==> config.mk <==
export PLATFORM = sky130hd
export DESIGN_NAME = fifo_ctrl
export DESIGN_NICKNAME = d
export VERILOG_FILES = /design/src/rtl/fifo_pkg.sv /design/src/rtl/fifo_ptr.sv /design/src/rtl/fifo_ctrl.sv
export SDC_FILE = /design/constraint.sdc
export NUM_CORES = 1
export LEC_CHECK = 0
export ABC_AREA = 1
export CORE_MARGIN = 2
export CORE_UTILIZATION = 44
export DETAILED_ROUTE_END_ITERATION = 6
export GPL_ROUTABILITY_DRIVEN = 0
export GPL_TIMING_DRIVEN = 0
export PLACE_DENSITY = 0.83
export SYNTH_ARGS = -nofsm -noshare
export SYNTH_HDL_FRONTEND = slang
export SYNTH_SLANG_ARGS = --single-unit
==> constraint.sdc <==
create_clock -name clk -period 1.95 [get_ports clk]
set_input_delay 0.2925 -clock clk [delete_from_list [all_inputs] [get_ports clk]]
set_output_delay 0.2925 -clock clk [all_outputs]
set_load 0.02 [all_outputs]
run_1/wires.png
Drawn at 8 px/um. Two of the layers only.
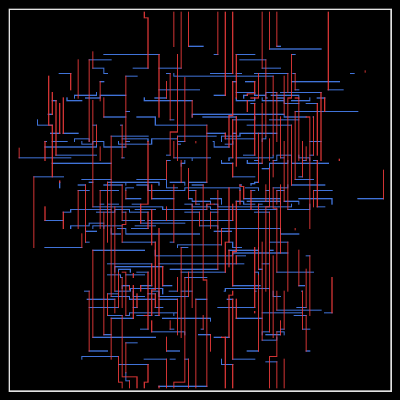
- blue: metal 1 (wire length 793 um)
- red: metal 2 (wire length 995 um)
Total GRT Usage: 19.4%
drt wl/cell: 11.1 um
Vias: 823
final WL: 1880 um

run_1/placement.png
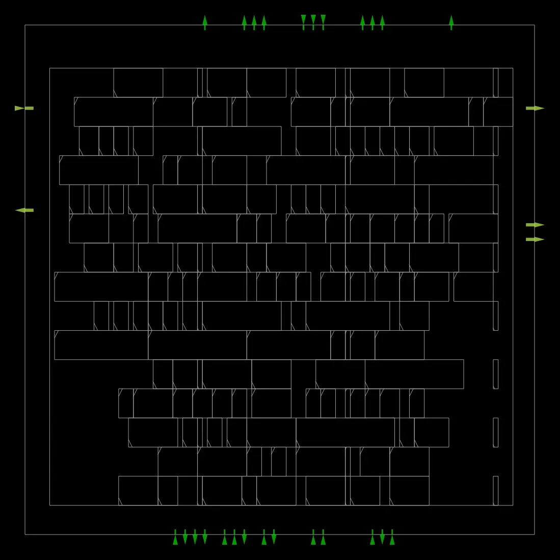
final std cells w/o fill: 170
CORE AREA: 1760 um^2
fillers: 148

run_1/layer_met3.png
Drawn at 8 px/um.
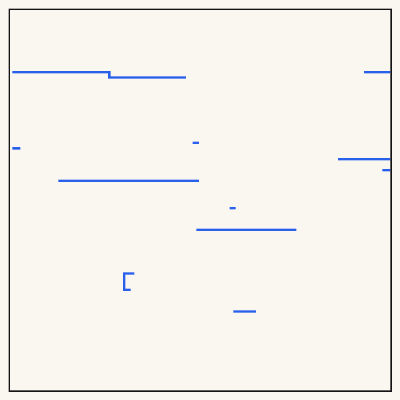
- longest straight run: 17.2 um
- share of all routed wire: 3.7%
- wire length on this layer: 69.0 um
- main direction: horizontal
- nets with wire on the layer: 8
GRT met3 Usage: 9.06%

==> flow_summary.yaml, run 1 <==
# synthesis and place-and-route metrics
place:
  post-place-cells: 166
  dp_slack_ns: -0.387
  dp_hpwl_um: 1450
  io_buffers: 28
  dpl_cell_area_um2: 1150
detailed_routing:
  route.met2.wl_um: 995
  wirelength_met1_um: 793
  drt-pass1-iter-count: 4
  drt-initial-drc-count: 3
  dr.max_layer_used: "met4"
  viasPerCell: 4.84
  drtAntennaViolNets: 0
  wl_met3_um: 68
  drc: 0
logic_synthesis:
  ys.flops: 11
  synth_cells: 113
  synth_area_per_cell_um2: 7.39
  synth.distinct_cells: 25
  syn_nets: 138
  yosys_warnings: 0
  ys_cells: 113
  ys_seq_share_pct: 26.4
  netlist_area_um2: 835
  synth_chip_area_um2: 835
power:
  power.share.clock_pct: 22.0
  leakagePower_nw: 0.627
  p_sw_mw: 0.263
  total_power_mw: 0.721
  internal-power_mw: 0.459
  p_per_area_nw_per_um2: 589
  seq_power_mw: 0.273
  comb_power_mw: 0.290
  p_sw_share_pct: 36.4
  ir_drop_mv: 0.350
  power_frac_comb_pct: 40.2
  power_leader: "combinational logic"
  pg_clk_mw: 0.158
  p_seq_share_pct: 37.9
setup_path:
  crit_chain: "clkdlybuf4s50_1 -> inv_1 -> ha_1 -> a21oi_1 -> o21ai_0 -> nand3_1 -> buf_2"
  worstRegToRegCells: 12
  critPathKind: "input pin to primary output"
  critPathMaxFanout: 2
  crit_required_ns: 1.66
  cp_top_family: "buffers and inverters"
  max_stage_delay_ns: 0.46
  critPathSlowestCell: "clkdlybuf4s50_1"
  cp_num_cells: 7
  crit_path_end_kind: "primary output"
  r2r_slack_ns: 0.17
  arrival_ns: 1.59
  cp-start-kind: "input pin"
  crit_buf_inv: 3
final_layout:
  flops: 11
  layout_top_cell: "clkdlybuf4s50_1"
  sh_comb_area_pct: 45.5
  clk_share_pct: 2.15
  logic_gates: 76
  clkbuf_count: 4
  fin_nets: 171
  drive_gt1_share_pct: 20.7
  syn2layout_area_growth_pct: 46.8
  antennaDiodeCount: 0
  postLayoutCoreUtil_pct: 69.4
  dominant_cells: "multi-input combinational cells"
  design_area_um2: 1220
  inverters: 24
  signal_buffers: 30
  largest_register_ffs: 4
  final_cell_mix: "21 x clkdlybuf4s50_1, 18 x inv_1, 16 x nand2_1"
  layout.nonclk_buf_share_pct: 23.5
  seq_area_share_pct: 18.8
  seq_area_um2: 230
  logic_area_um2: 557
clocking:
  cts_hold_buffers: 0
  ctsRootBufferMaster: "clkbuf_4"
  clk_pin_slew_ns: 0.06
  cts_num_sinks: 11
  htree_levels: 1
  cts_inserted_buffers: 3
  cts_tree: "built"
  clk_latency_ns: 0.28
  cts_setup_buffers: 0
  clockBufferDepth: 2
  cts_resized: 12
die:
  ios: 30
  die_h_um: 47.6
  fp_util_pct: 47.3
  dieArea_um2: 2260
  tapCellCount: 25
  fp.dieW_um: 47.6
  rows: 15
flow_run:
  cap_violations: 0
  tool_warnings: 27
final_timing:
  finalCritPeriodShare_pct: 96.3
  timing.final.ws_setup_ns: 0.0718
  period_needed_ns: 1.88
  slew_viol_final: 0
  finalSetupTns_ns: 0
  hold_slack_ns: 0.467
  hold_viol_final: 0
  fmax_ghz: 0.532
  finalSetupViolCount: 0
  finalClockSkew_ns: 0.00850
status:
  status: "finished, final reports clean"
min_path:
  hold_path.class: "flop to flop"
  hold_depth: 2
global_routing:
  grt_pass1_vias: 735
  grt_pass1_wl_um: 3000
  use_met2_pct: 30.0
  grt-busiest-layer: "met2"
  antenna_found_initial: 0
  grt_start_max_net_pins: 11
  grt.overflow.total: 0
  met1_usage_pct: 24.5
[run 1: cell families after synthesis]
| kind of cell | count (synthesis) | share of synthesized area [%] |
|---|---|---|
| buffers and inverters | 26 | 12.6 |
| other | 1 | 0.449 |
| adder cells (fa/ha/maj) | 13 | 20.4 |
| XOR/XNOR | 3 | 3.15 |
| flip-flops | 11 | 26.4 |
| AND-OR/OR-AND | 13 | 8.10 |
| AND/OR/NAND/NOR | 46 | 28.9 |
[run 1: synth_stat cells (all sizes together)]
cell    number  share of area (%)
buf          2                1.5
ha          12                 18
conb         1               0.45
clkinv       1               0.45
nor2        11                5.2
dfxtp       11                 26
nand2       21                 13
nand3       11                8.7
xor2         2                2.1
inv         23                 11
o21ai        4                2.4
xnor2        1                1.0
o211ai       1               0.90
nand4        3                2.2
fa           1                2.4
a21oi        8                4.8
==> run 2, diff against run 1 <==
--- a/config.mk
+++ b/config.mk
@@ -6,6 +6,7 @@
 export NUM_CORES = 1
 export LEC_CHECK = 0
 export ABC_AREA = 1
+export ABC_CLOCK_PERIOD_IN_PS = 1950
 export CORE_MARGIN = 2
 export CORE_UTILIZATION = 44
 export DETAILED_ROUTE_END_ITERATION = 6
run_2/layer_met3.png
Drawn at 8 px/um.
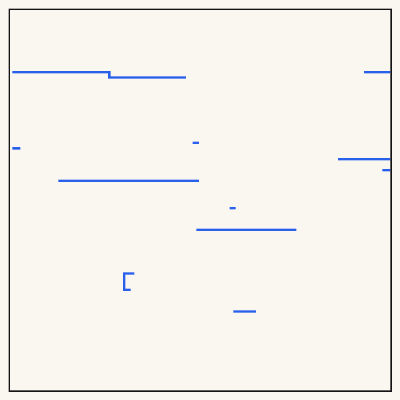
- longest straight run: 17.2 um
- share of all routed wire: 3.7%

run_2/flops_by_reg.png
Drawn at 12 px/um. Other sequential cells in the stronger gray, the rest of the logic in the fainter gray.
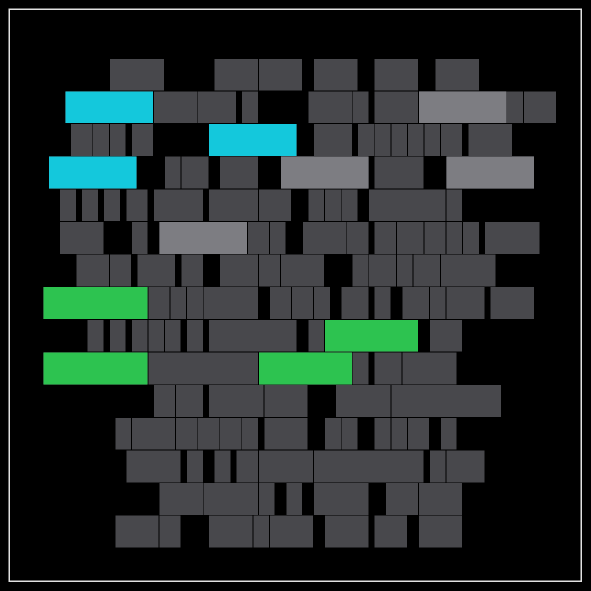
- green: `count` (placed flops 4)
- cyan: `u_rd_ptr.ptr` (placed flops 3)
- not colored: 4
Core Util, Final: 69.4%
FF/Latch Area: 230 um^2
Seq power: 0.273 mW
flop share of the area: 18.8%

==> flow_summary.yaml, run 2 <==
# synthesis and place-and-route metrics
status:
  status: "finished, final reports clean"
power:
  p_seq_share_pct: 37.9
  internal-power_mw: 0.459
  leakagePower_nw: 0.627
  pg_clk_mw: 0.158
  comb_power_mw: 0.290
  total_power_mw: 0.721
  power_leader: "combinational logic"
  ir_drop_mv: 0.350
  p_per_area_nw_per_um2: 589
  power.share.clock_pct: 22.0
  power_frac_comb_pct: 40.2
  p_sw_mw: 0.263
  p_sw_share_pct: 36.4
logic_synthesis:
  synth.most_common_cell: "inv_1"
  synth.distinct_cells: 25
  syn_nets: 138
  ys_seq_share_pct: 26.4
  edf_count: 0
  yosysTopAreaCell: "dfxtp_1"
  area_leaders: "dfxtp_1 26%, ha_1 18%, inv_1 8.5%, nand2_1 7.2%, nand3_1 5.4%"
  synth_area_per_cell_um2: 7.39
  synthArstFlopShare_pct: 0
  synth_cells: 113
  synth-main-ff-cell: "dfxtp_1"
  netlist.area_leader.share_pct: 26.4
  synth_chip_area_um2: 835
  netlist_area_um2: 835
  ys.flops: 11
  ys_cells: 113
  top_cells_by_count: "19 x inv_1, 16 x nand2_1, 12 x ha_1"
  yosys_warnings: 0
place:
  io_buffers: 28
  dp_slack_ns: -0.387
  dp_hpwl_um: 1450
  dpl_cell_area_um2: 1150
detailed_routing:
  wirelength_met1_um: 793
  drt-initial-drc-count: 3
  viasPerCell: 4.84
  dr.max_layer_used: "met4"
  drtAntennaViolNets: 0
  drt-total-wl_um: 1880
  drc: 0
  wl_met3_um: 68
  route.met2.wl_um: 995
  drt-pass1-iter-count: 4
  vias: 823
  wl_per_cell_um: 11.1
final_layout:
  layout.nonclk_buf_share_pct: 23.5
  largest_register_ffs: 4
  logic_gates: 76
  drive_gt1_share_pct: 20.7
  signal_buffers: 30
  final_cell_mix: "21 x clkdlybuf4s50_1, 18 x inv_1, 16 x nand2_1"
  fillers: 148
  logic_area_um2: 557
  layout_top_cell: "clkdlybuf4s50_1"
  clk_share_pct: 2.15
  sh_comb_area_pct: 45.5
  design_area_um2: 1220
  inverters: 24
  fin_nets: 171
  dominant_cells: "multi-input combinational cells"
  antennaDiodeCount: 0
  syn2layout_area_growth_pct: 46.8
  clkbuf_count: 4
setup_path:
  r2r_slack_ns: 0.17
  arrival_ns: 1.59
  critPathMaxFanout: 2
  max_stage_delay_ns: 0.46
  cp_num_cells: 7
  critPathSlowestCell: "clkdlybuf4s50_1"
  cp-start-kind: "input pin"
  worstRegToRegCells: 12
  crit_required_ns: 1.66
  crit_chain: "clkdlybuf4s50_1 -> inv_1 -> ha_1 -> a21oi_1 -> o21ai_0 -> nand3_1 -> buf_2"
  cp_top_family: "buffers and inverters"
  critPathKind: "input pin to primary output"
  crit_path_end_kind: "primary output"
  crit_buf_inv: 3
global_routing:
  grt_util_met3_pct: 9.06
  grt_pass1_vias: 735
  use_met2_pct: 30.0
  grt_start_max_net_pins: 11
  grt-busiest-layer: "met2"
  met1_usage_pct: 24.5
  antenna_found_initial: 0
  grt_util_all_layers_pct: 19.4
  grt.overflow.total: 0
  grt_pass1_wl_um: 3000
clocking:
  ctsRootBufferMaster: "clkbuf_4"
  clockBufferDepth: 2
  htree_levels: 1
  clk_pin_slew_ns: 0.06
  cts_hold_buffers: 0
  clk_latency_ns: 0.28
  cts_setup_buffers: 0
  cts_resized: 12
  cts_inserted_buffers: 3
  cts_tree: "built"
  cts_num_sinks: 11
die:
  fp.dieW_um: 47.6
  coreArea_um2: 1760
  ios: 30
  die_h_um: 47.6
  fp_util_pct: 47.3
  dieArea_um2: 2260
final_timing:
  finalSetupViolCount: 0
  finalSetupTns_ns: 0
  finalCritPeriodShare_pct: 96.3
  timing.final.ws_setup_ns: 0.0718
  finalClockSkew_ns: 0.00850
  slew_viol_final: 0
  hold_viol_final: 0
  fmax_ghz: 0.532
  period_needed_ns: 1.88
flow_run:
  tool_warnings: 27
  cap_violations: 0
min_path:
  hold_path.class: "flop to flop"
  hold_depth: 2
run_2/placement.png
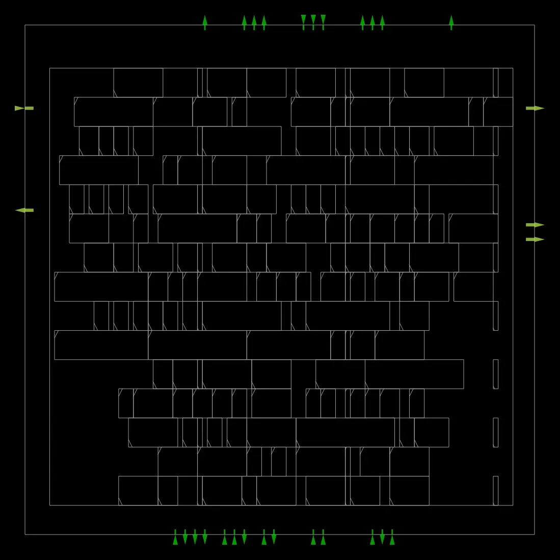
seq_cells: 11
site row count: 15
# Taps: 25

[run 2: cell counts after synthesis]
Identical to the previous run, type by type.
[run 2: logic make-up after synthesis]
| family | Yosys count | synth area share [%] |
|---|---|---|
| DFF | 11 | 26.4 |
| AOI/OAI and AO/OA | 13 | 8.10 |
| other | 1 | 0.449 |
| buffers and inverters | 26 | 12.6 |
| and+or+nand+nor | 46 | 28.9 |
| xor gates and xnor gates | 3 | 3.15 |
| adders and majority gates | 13 | 20.4 |
[run 2: worst min-delay path: stages, from the launching register on]
cell     delay [ns]
dfxtp_1        0.32
inv_1          0.05
a21oi_1        0.05
[run 2: through the flow]
stage | hold WS, ns | std cells
floorplan | 0.443 | 113
detailed placement | 0.454 | 166
finish | 0.467 | 170
CTS | 0.468 | 170
global placement | 0.444 | 166
global route | 0.492 | 170
Power and IR drop assume default switching activity.
